<file path="src/rtl/rapid_mem_arbiter.sv">
// Shares one registered RAM port between instruction fetch (IF) and data memory (DM).
// Ties alternate between the two requesters; ack follows ram_ack by one cycle, or carries err after TIMEOUT busy cycles.
module rapid_mem_arbiter #(
    parameter int XLEN    = 32,
    parameter int TIMEOUT = 255
) (
    input  logic            i_clk,
    input  logic            i_reset,
    input  logic            i_if_req,
    input  logic [XLEN-1:0] i_if_addr,
    output logic [XLEN-1:0] o_if_rdata,
    output logic            o_if_ack,
    input  logic            i_dm_req,
    input  logic            i_dm_we,
    input  logic [XLEN-1:0] i_dm_addr,
    input  logic [XLEN-1:0] i_dm_wdata,
    output logic [XLEN-1:0] o_dm_rdata,
    output logic            o_dm_ack,
    output logic            o_err,
    output logic            o_ram_req,
    output logic            o_ram_we,
    output logic [XLEN-1:0] o_ram_addr,
    output logic [XLEN-1:0] o_ram_wdata,
    input  logic [XLEN-1:0] i_ram_rdata,
    input  logic            i_ram_ack
);

    localparam logic [1:0] S_IDLE = 2'd0;
    localparam logic [1:0] S_BUSY = 2'd1;
    localparam logic [1:0] S_RESP = 2'd2;

    localparam logic OWN_IF = 1'b0;
    localparam logic OWN_DM = 1'b1;

    localparam logic [7:0] CNT_LAST = 8'(TIMEOUT - 1);

    logic [1:0]      r_state;
    logic            r_owner;
    logic            r_last;
    logic [7:0]      r_cnt;
    logic            r_ram_req;
    logic            r_ram_we;
    logic [XLEN-1:0] r_ram_addr;
    logic [XLEN-1:0] r_ram_wdata;
    logic            r_if_ack;
    logic            r_dm_ack;
    logic            r_err;
    logic [XLEN-1:0] r_if_rdata;
    logic [XLEN-1:0] r_dm_rdata;

    logic            w_start;
    logic            w_grant_dm;
    logic            w_timeout;
    logic            w_done;
    logic [XLEN-1:0] w_resp_data;

    // On a tie, DM wins only if IF was the last one served.
    assign w_start     = i_if_req || i_dm_req;
    assign w_grant_dm  = i_dm_req && (!i_if_req || (r_last == OWN_IF));
    assign w_timeout   = (r_cnt == CNT_LAST);
    assign w_done      = i_ram_ack || w_timeout;
    assign w_resp_data = i_ram_ack ? i_ram_rdata : '0;

    always_ff @(posedge i_clk) begin
        if (i_reset) begin
            r_state     <= S_IDLE;
            r_owner     <= OWN_IF;
            r_last      <= OWN_IF;
            r_cnt       <= '0;
            r_ram_req   <= 1'b0;
            r_ram_we    <= 1'b0;
            r_ram_addr  <= '0;
            r_ram_wdata <= '0;
            r_if_ack    <= 1'b0;
            r_dm_ack    <= 1'b0;
            r_err       <= 1'b0;
            r_if_rdata  <= '0;
            r_dm_rdata  <= '0;
        end else begin
            r_if_ack <= 1'b0;
            r_dm_ack <= 1'b0;
            r_err    <= 1'b0;
            case (r_state)
                S_IDLE: begin
                    if (w_start) begin
                        r_state     <= S_BUSY;
                        r_owner     <= w_grant_dm;
                        r_cnt       <= '0;
                        r_ram_req   <= 1'b1;
                        r_ram_we    <= w_grant_dm && i_dm_we;
                        r_ram_addr  <= w_grant_dm ? i_dm_addr : i_if_addr;
                        r_ram_wdata <= w_grant_dm ? i_dm_wdata : '0;
                    end
                end
                S_BUSY: begin
                    if (w_done) begin
                        r_state   <= S_RESP;
                        r_ram_req <= 1'b0;
                        r_err     <= !i_ram_ack;
                        if (r_owner == OWN_DM) begin
                            r_dm_ack <= 1'b1;
                            // A completed store keeps the previous load data.
                            if (!(i_ram_ack && r_ram_we)) begin
                                r_dm_rdata <= w_resp_data;
                            end
                        end else begin
                            r_if_ack   <= 1'b1;
                            r_if_rdata <= w_resp_data;
                        end
                    end else begin
                        r_cnt <= r_cnt + 8'd1;
                    end
                end
                S_RESP: begin
                    r_last  <= r_owner;
                    r_state <= S_IDLE;
                end
                default: r_state <= S_IDLE;
            endcase
        end
    end

    assign o_if_rdata  = r_if_rdata;
    assign o_if_ack    = r_if_ack;
    assign o_dm_rdata  = r_dm_rdata;
    assign o_dm_ack    = r_dm_ack;
    assign o_err       = r_err;
    assign o_ram_req   = r_ram_req;
    assign o_ram_we    = r_ram_we;
    assign o_ram_addr  = r_ram_addr;
    assign o_ram_wdata = r_ram_wdata;

endmodule

</file>
<file path="config.mk">
export PLATFORM = sky130hd
export DESIGN_NAME = rapid_mem_arbiter
export DESIGN_NICKNAME = d
export VERILOG_FILES = /design/src/rtl/rapid_mem_arbiter.sv
export SDC_FILE = /design/constraint.sdc
export NUM_CORES = 1
export LEC_CHECK = 0
export CORE_AREA = 2 2 102 104
export DETAILED_ROUTE_END_ITERATION = 12
export DIE_AREA = 0 0 104 106
export DONT_BUFFER_PORTS = 1
export PLACE_DENSITY = 0.7
export SYNTH_ARGS = -nofsm -noshare
export SYNTH_HDL_FRONTEND = slang
export SYNTH_SLANG_ARGS = --single-unit
</file>
<file path="constraint.sdc">
create_clock -name i_clk -period 4.1 [get_ports i_clk]
set_input_delay 0.82 -clock i_clk [delete_from_list [all_inputs] [get_ports i_clk]]
set_output_delay 0.82 -clock i_clk [all_outputs]
set_load 0.02 [all_outputs]
</file>
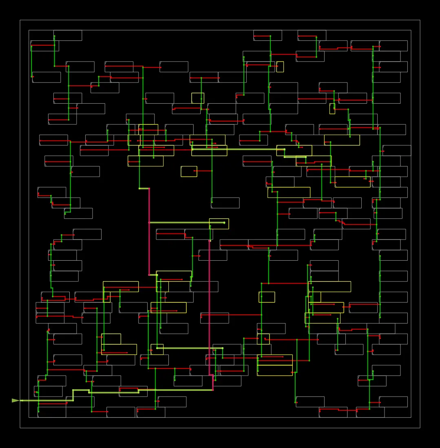
Fig. 1. Clock wiring as the flow saved it (run 1).
clock tree buffer count of the final layout: 20
Clock group: 1.52 mW
Clock Skew: 12.55 ps

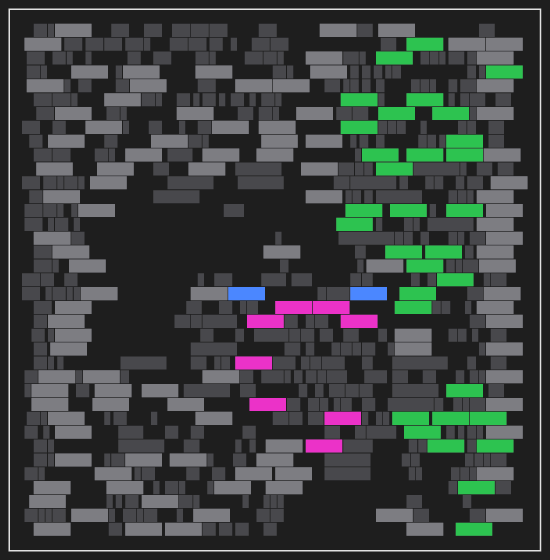
Fig. 2. Where the registers sit (run 1).
Other sequential cells in the stronger gray, the rest of the logic in the fainter gray.
Magenta shows r_cnt, placed flops 8, where middle. Green shows o_if_rdata, placed flops 32, where a vertical strip on the right. Blue shows r_state, placed flops 2.
Another 103 sequential cells are not colored.

==> impl_metrics.py, run 1 <==
# Auto-generated metrics
metrics = {
    "synthesis": {
        "post_synth_ao_oa_area_fraction_pct": 22.86,
        "synth.logic.top_family": "AND-OR/OR-AND gates",
        "postSynthRegisterBits": 145,
        "simple_gate_area_share_pct": 12.08,
        "synth-cells-yosys": 548,
        "synthesis.area_per_instance_sq_um": 9.809,
        "netlist_instances": 548,
        "synth.area.top_cells": "sky130_fd_sc_hd__dfxtp_1, sky130_fd_sc_hd__mux2i_1, sky130_fd_sc_hd__a22o_1, sky130_fd_sc_hd__nor2_1, sky130_fd_sc_hd__a22oi_1",
        "yosys.stat.chipArea_sq_mm": 0.005375,
    },
    "power": {
        "power.clock.fraction_pct": 45.1,
        "areal_power_density_over_the_cells_mw_per_mm2": 564.4,
        "power.internal_mw": 2.489,
        "vdd.ir_drop.worst_mv": 0.2826,
        "power.group.top": "sequential cells",
    },
    "place": {
        "port_buffers": 0,
        "place_worst_setup_slack_ps": 1740,
        "post-dp-hpwl_um": 8936,
    },
    "final_timing": {
        "worst_hold_slack_ps": 386.3,
        "worst-slew-pin-transition_ps": 1172,
        "timing.setup.tns_ps": 0,
        "setup-violations-final": 0,
        "rsz0062_at_grt": "false",
        "drv_slew": 0,
    },
    "routing": {
        "route.detailed.vias_per_inst": 6.010,
        "drt-met1-wl_um": 4907,
        "postRouteAntennaNets": 0,
        "dr_total_vias": 4069,
        "post-route-drc-count": 0,
        "route.top_layer_used": "met4",
    },
    "global_route": {
        "met3_usage_in_global_routing_pct": 10.61,
        "global_route.overflow_total": 0,
        "vias_in_the_first_global_route": 3854,
    },
    "outcome": {
        "run_status": "finished clean",
    },
    "critical_path": {
        "r2r_start": "r_cnt[0]",
        "critical_path.startpoint": "r_cnt[0]",
        "crit_path_capture_type": "flop",
    },
    "die": {
        "die_area_sq_mm": 0.01102,
        "die_h_um": 106,
    },
    "hold_path": {
        "min-delay-start": "i_reset",
    },
    "layout": {
        "final_layout_size_suffix_gt1_share_pct": 8.872,
    },
    "clock_tree": {
        "cts_htree_levels": 4,
    },
}
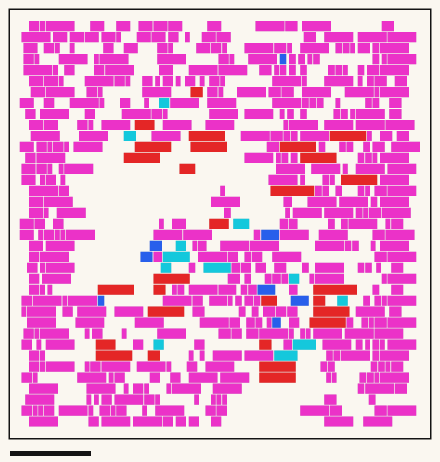
Fig. 3. Cells by drive strength (run 1).
The bar under the picture is 20 um long.
Blue shows drive 2, cells 8, share 1.5%. Red shows drive 6 and up, cells 28, share 5.2%. Cyan shows drive 3 to 4, cells 12, share 2.2%. Magenta shows drive 1 or less, cells 493, share 91%.
Final WS setup: 1900 ps
post-route cell area: 0.005978 sq mm
count of plain and timing-repair buffers in the layout: 6
Area Overhead vs Synth: 11.22%

run 1: layout make-up:
class | count | area (sq um)
Fill cell | 874 | 4021
Sequential cell | 145 | 2903
Multi-Input combinational cell | 356 | 2262
Clock buffer | 20 | 445.4
Tap cell | 136 | 170.2
Clock inverter | 12 | 145.1
Timing Repair Buffer | 6 | 45.04
Inverter | 2 | 7.507
run 1: cell usage after synthesis (all sizes together) (2+ instances only):
cell type / n
nor2b: 2
nand2b: 3
o21a: 2
inv: 2
and3: 5
o31ai: 4
nand2: 34
clkbuf: 20
ha: 2
a211o: 4
nor3: 7
a22oi: 33
o21ai: 33
a21oi: 34
nor2: 72
nor3b: 4
a22o: 33
mux2i: 33
buf: 25
a211oi: 32
and2: 2
a21o: 2
nand3: 8
dfxtp: 145
run 1: critical path, cell delays in order, from the launching register on:
cell and delay (ps):
sky130_fd_sc_hd__dfxtp_1 420, sky130_fd_sc_hd__inv_1 60, sky130_fd_sc_hd__ha_1 190, sky130_fd_sc_hd__nand3_1 140, sky130_fd_sc_hd__o21a_1 850, sky130_fd_sc_hd__o21ai_0 250
sky130_fd_sc_hd__a21oi_1 200
run 1: flip-flops by register name, summed over array words and instances, names as in the netlist:
name         flops
r_cnt            8
r_state          2
r_last           1
o_ram_req        1
o_ram_addr      32
o_dm_rdata      32
o_ram_wdata     32
r_owner          1
o_if_rdata      32
o_dm_ack         1
o_if_ack         1
o_ram_we         1
o_err            1
run 1: path summary, 6_finish.rpt:
check / endpoint / slack (ps) / cells after the start
worst max-delay path: o_if_rdata[27] / 1900 / 6
worst min-delay path: o_ram_addr[2] / 390 / 1
worst max register to register: o_if_rdata[27] / 1900 / 6
worst min register to register: r_cnt[7] / 530 / 1
## Run 2: what changed since run 1
- clock period: 4.1 -> 2.1 ns (I/O delays scaled with it)
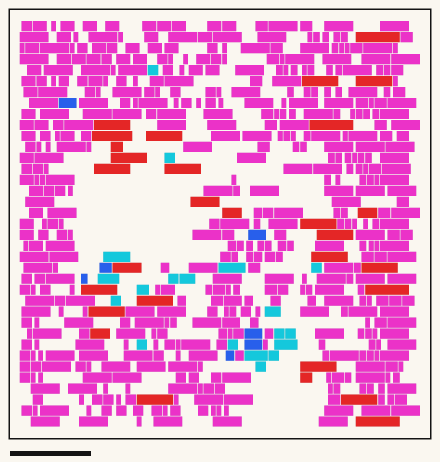
Fig. 4. Cells by drive strength (run 2).
The bar under the picture is 20 um long.
Blue shows drive 2, cells 7, share 1.3%. Red shows drive 6 and up, cells 29, share 5.2%. Cyan shows drive 3 to 4, cells 19, share 3.4%. Magenta shows drive 1 or less, cells 500, share 90%.

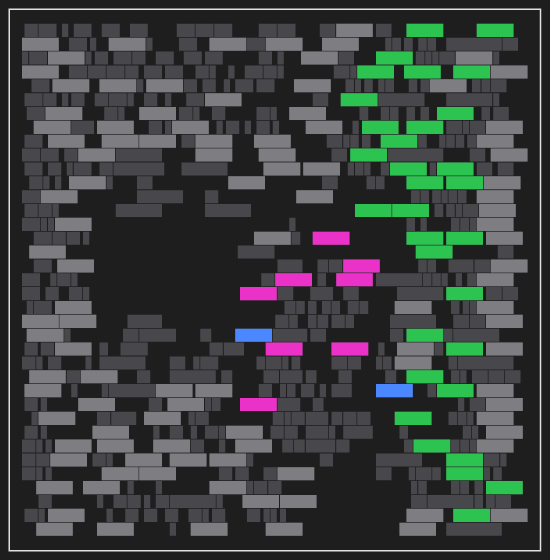
Fig. 5. Where the registers sit (run 2).
Other sequential cells in the stronger gray, the rest of the logic in the fainter gray.
register area: 0.002903 sq mm
power consumed by sequential cells: 3.19 mW

==> run 2 against run 1 <==
Against the previous run: setup slack got worse by 1700 ps; cell count rose by 2.1%; maximum frequency rose by 14%; flip-flop count did not move; synthesized cell count did not move; sequential power rose by 96%; sequential share of layout area fell by 2.0 points.
==> impl_metrics.py, run 2 <==
# Auto-generated metrics
metrics = {
    "outcome": {
        "run_status": "finished clean",
    },
    "final_timing": {
        "setup-violations-final": 0,
        "timing.setup.tns_ps": 0,
        "worst_hold_slack_ps": 38.00,
        "rsz0062_at_grt": "false",
        "drv_slew": 0,
        "worst-slew-pin-transition_ps": 362.0,
        "clock_skew_ps": 9.388,
    },
    "synthesis": {
        "post_synth_ao_oa_area_fraction_pct": 22.86,
        "synthesis.area_per_instance_sq_um": 9.809,
        "netlist_instances": 548,
        "yosys.stat.chipArea_sq_mm": 0.005375,
        "synthTopCellsByCount": "sky130_fd_sc_hd__dfxtp_1, sky130_fd_sc_hd__nor2_1, sky130_fd_sc_hd__a21oi_1, sky130_fd_sc_hd__nand2_1",
        "simple_gate_area_share_pct": 12.08,
        "postSynthRegisterBits": 145,
        "synth-cells-yosys": 548,
        "synth.area.top_cells": "sky130_fd_sc_hd__dfxtp_1, sky130_fd_sc_hd__mux2i_1, sky130_fd_sc_hd__a22o_1, sky130_fd_sc_hd__nor2_1, sky130_fd_sc_hd__a22oi_1",
    },
    "power": {
        "areal_power_density_over_the_cells_mw_per_mm2": 1099,
        "power.internal_mw": 5.121,
        "vdd.ir_drop.worst_mv": 0.6607,
        "power.clock.fraction_pct": 45.6,
    },
    "critical_path": {
        "combined_buffer_and_inverter_count_along_the_critical_path": 2,
        "max_stage_delay_ps": 590,
        "worst_path_dominant_cell_family": "buffers and inverters",
        "path_cells": "nor2_4, o21a_4, buf_12, nor2_1, a211oi_1, dlygate4sd3_1",
    },
    "routing": {
        "post-route-drc-count": 0,
        "dr_total_vias": 4198,
        "route.detailed.vias_per_inst": 6.075,
        "postRouteAntennaNets": 0,
    },
    "die": {
        "die_h_um": 106,
        "die_area_sq_mm": 0.01102,
    },
    "global_route": {
        "global_route.overflow_total": 0,
        "vias_in_the_first_global_route": 4063,
    },
    "place": {
        "port_buffers": 0,
        "place_worst_setup_slack_ps": 406.5,
    },
    "clock_tree": {
        "cts_htree_levels": 4,
    },
    "layout": {
        "fillers": 822,
        "final_layout_size_suffix_gt1_share_pct": 9.910,
        "logic_area_sq_mm": 0.002281,
        "final_area_sq_mm": 0.006230,
    },
}
-- run 2: cell count changes in the layout (fill, tap and decap cells not counted), moves of 2 or more --
cell	before	now
sky130_fd_sc_hd__dlygate4sd3_1	0	10
sky130_fd_sc_hd__clkinvlp_4	0	4
sky130_fd_sc_hd__inv_6	5	2
sky130_fd_sc_hd__buf_12	0	2
sky130_fd_sc_hd__bufinv_16	2	4
sky130_fd_sc_hd__inv_8	2	0
-- run 2: layer usage --
layer	part of all wire, %	GRT usage (%)
met5	0	0
met1	38	26.85
met2	50	39.80
met4	2.2	11.20
met3	9.2	9.687
-- run 2: power groups by stage --
stage / registers (mW) / logic, mW / clock network [mW]
after floorplan: 3.20 / 0.409 / 0
after global placement: 3.24 / 0.432 / 0
after detailed placement: 3.24 / 0.451 / 0
after CTS: 3.19 / 0.512 / 3.17
after global routing: 3.20 / 0.596 / 3.29
final: 3.19 / 0.536 / 3.12
-- run 2: path summary, 6_finish.rpt --
path | slack, ps | startpoint | cells past startpoint | end
worst max-delay path | 160 | r_state[1] | 6 | o_ram_addr[12]
worst min-delay path | 40 | i_ram_rdata[3] | 2 | o_if_rdata[3]
worst max register to register | 160 | r_state[1] | 6 | o_ram_addr[12]
worst min register to register | 540 | r_cnt[7] | 1 | r_cnt[7]
-- run 2: layout make-up --
type | instances | area share, %
Clock buffer | 19 | 7.090
Clock inverter | 12 | 2.912
Inverter | 2 | 0.1205
Multi-Input combinational cell | 356 | 36.61
Sequential cell | 145 | 46.60
Tap cell | 136 | 2.731
Timing Repair Buffer | 21 | 3.937
-- run 2: timing repair --
| item | 4_1_cts | 5_1_grt |
|---|---|---|
| endpoints found under the hold margin | 101 | 0 |
| setup endpoints to repair | 0 | 9 |
| resized | 0 | 4 |
| hold buffers | 11 | 0 |
| setup buffers | 0 | 0 |
## Run 3: what changed since run 2
- CTS_CLUSTER_SIZE: unset -> 24
- MAX_ROUTING_LAYER: unset -> met4
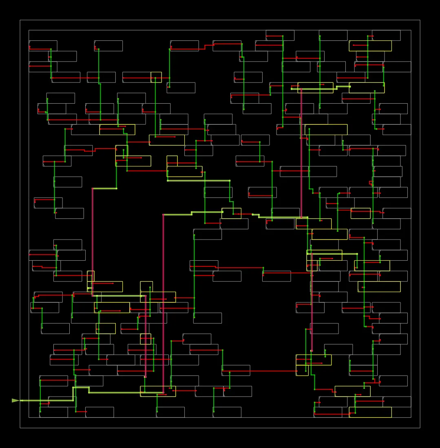
Fig. 6. Clock wiring as the flow saved it (run 3).
flip-flops: 145
Clock group: 3.12 mW
clk latency late pin: 510 ps
number of CTS-inserted buffers: 17
Clock Skew: 8.647 ps

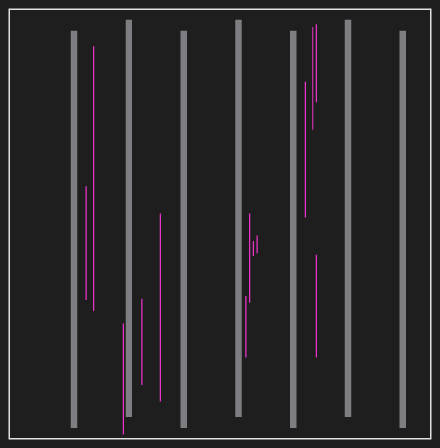
Fig. 7. Signal wires on met4 (run 3).
Supply wires on this layer in gray.
The layer carries 335 um of wire. 10 nets have wire on it. The wires run mostly vertical.

==> run 3 against run 2 <==
Against the previous run: critical path type unchanged; cell count did not move; critical path depth unchanged; clock power about the same; sequential power is essentially flat; first-iteration DRC count shrank 0.41%; sequential share of layout area unchanged.
==> impl_metrics.py, run 3 <==
# Auto-generated metrics
metrics = {
    "outcome": {
        "run_status": "finished clean",
    },
    "power": {
        "vdd.ir_drop.worst_mv": 0.6606,
        "power.group.top": "sequential cells",
        "seq-power_mw": 3.19,
        "areal_power_density_over_the_cells_mw_per_mm2": 1098,
        "power.internal_mw": 5.121,
        "power.clock.fraction_pct": 45.6,
    },
    "final_timing": {
        "drv_slew": 0,
        "worst-slew-pin-transition_ps": 360.3,
        "rsz0062_at_grt": "false",
        "timing.setup.tns_ps": 0,
        "setup-violations-final": 0,
    },
    "synthesis": {
        "synth.area.top_cells": "sky130_fd_sc_hd__dfxtp_1, sky130_fd_sc_hd__mux2i_1, sky130_fd_sc_hd__a22o_1, sky130_fd_sc_hd__nor2_1, sky130_fd_sc_hd__a22oi_1",
        "yosys.stat.chipArea_sq_mm": 0.005375,
        "most_common_cell": "sky130_fd_sc_hd__dfxtp_1",
        "postSynthRegisterBits": 145,
        "synthTopCellsByCount": "sky130_fd_sc_hd__dfxtp_1, sky130_fd_sc_hd__nor2_1, sky130_fd_sc_hd__a21oi_1, sky130_fd_sc_hd__nand2_1",
        "netlist_instances": 548,
        "synth-cells-yosys": 548,
    },
    "clock_tree": {
        "post-cts-setup-buffer-count": 0,
        "postCtsResizedCells": 0,
        "ctsHoldBuffers": 11,
    },
    "global_route": {
        "grt.met2_usage_pct": 39.85,
        "met3_usage_in_global_routing_pct": 9.381,
        "global_route.overflow_total": 0,
        "vias_in_the_first_global_route": 4079,
        "grt_most_used_layer": "met2",
    },
    "routing": {
        "drt-met1-wl_um": 5155,
        "post-route-drc-count": 0,
        "postRouteAntennaNets": 0,
        "route.top_layer_used": "met4",
        "route.detailed.vias_per_inst": 6.119,
        "dr_total_vias": 4228,
    },
    "die": {
        "die_area_sq_mm": 0.01102,
        "die_h_um": 106,
    },
    "place": {
        "post-dp-hpwl_um": 9032,
    },
    "layout": {
        "fillers": 822,
    },
    "critical_path": {
        "path_cells": "nor2_4, o21a_4, buf_12, nor2_1, a211oi_1, dlygate4sd3_1",
    },
}
[run 3: cell counts in the layout (fill, tap and decap cells not counted)]
Identical to the previous run, type by type.
[run 3: area by class of cell]
class | count | area share [%]
flip-flops and latches | 145 | 46.60
multi-input cells | 356 | 36.61
clock buffers | 19 | 7.090
repair buffers | 21 | 3.937
clock inverters | 12 | 2.912
well taps | 136 | 2.731
inverters | 2 | 0.1205
[run 3: worst paths after layout]
kind / cells past startpoint / end / slack, ps / from
max: 6 / o_ram_addr[12] / 170 / r_state[1]
min: 2 / o_if_rdata[6] / 40 / i_ram_rdata[6]
max reg2reg: 6 / o_ram_addr[12] / 170 / r_state[1]
min reg2reg: 1 / r_cnt[7] / 540 / r_cnt[7]
[run 3: critical path: cells and delay by family, from the launching register on]
| kind | cells | cell delay [ps] |
|---|---|---|
| AND-OR/OR-AND | 2 | 460 |
| buffers and inverters | 2 | 780 |
| flip-flops | 1 | 390 |
| AND/OR/NAND/NOR | 2 | 230 |
[run 3: metrics by stage]
step	cells	area [sq um]	utilization, %	hold WS [ps]	setup WS, ps
after CTS	690	6186	61.86	9.515	19.26
after global routing	691	6230	62.30	14.35	65.92
final	691	6230	62.30	36.33	169.6
after detailed placement	648	5435	54.35	507.2	406.5
after floorplan	548	5375	-	458.5	566.9
after global placement	648	5435	54.35	505.7	469.6
[run 3: kinds of logic (layout without fill, tap and decap cells)]
kind of cell,Yosys count,count (layout),share of synthesized area (%)
AND/OR/NAND/NOR,141,141,12.08
adder cells (fa/ha/maj),2,2,0.4655
AND-OR/OR-AND,180,180,22.86
buffers and inverters,47,54,4.446
flip-flops,145,145,54.00
multiplexers,33,33,6.145

==> notes/layouts.md <==
Pictures saved along the way, in no particular order.

Routed clock nets over the placement.
The bar under the picture is 20 um long.
image #1
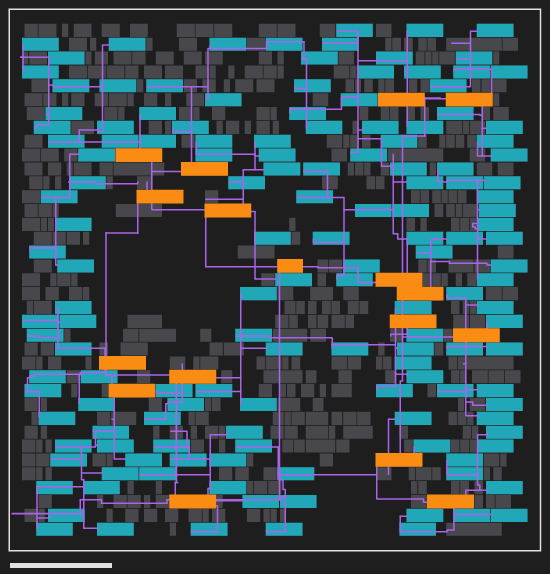
image #2
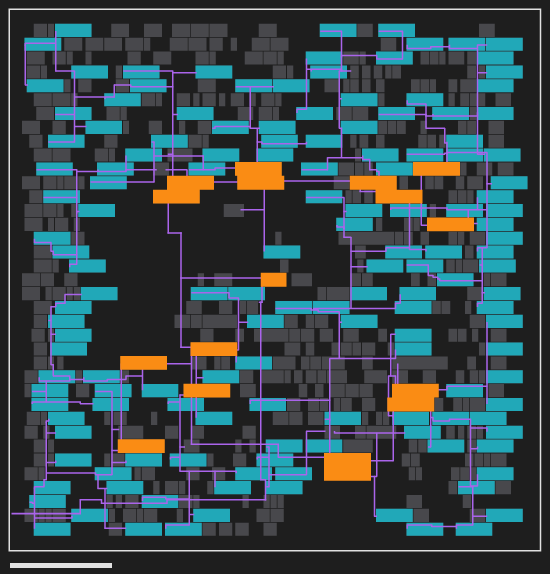
Run 1 is image #2.
Run 2 is image #1.

Key to image #2:
Purple shows clock wires, length 1570 um. Orange shows cells driving clock nets, count 17. Cyan shows flip-flops, count 145.
Position of the flops: all over the die.

No activity file was given, so power comes from the tool's default toggle rates.
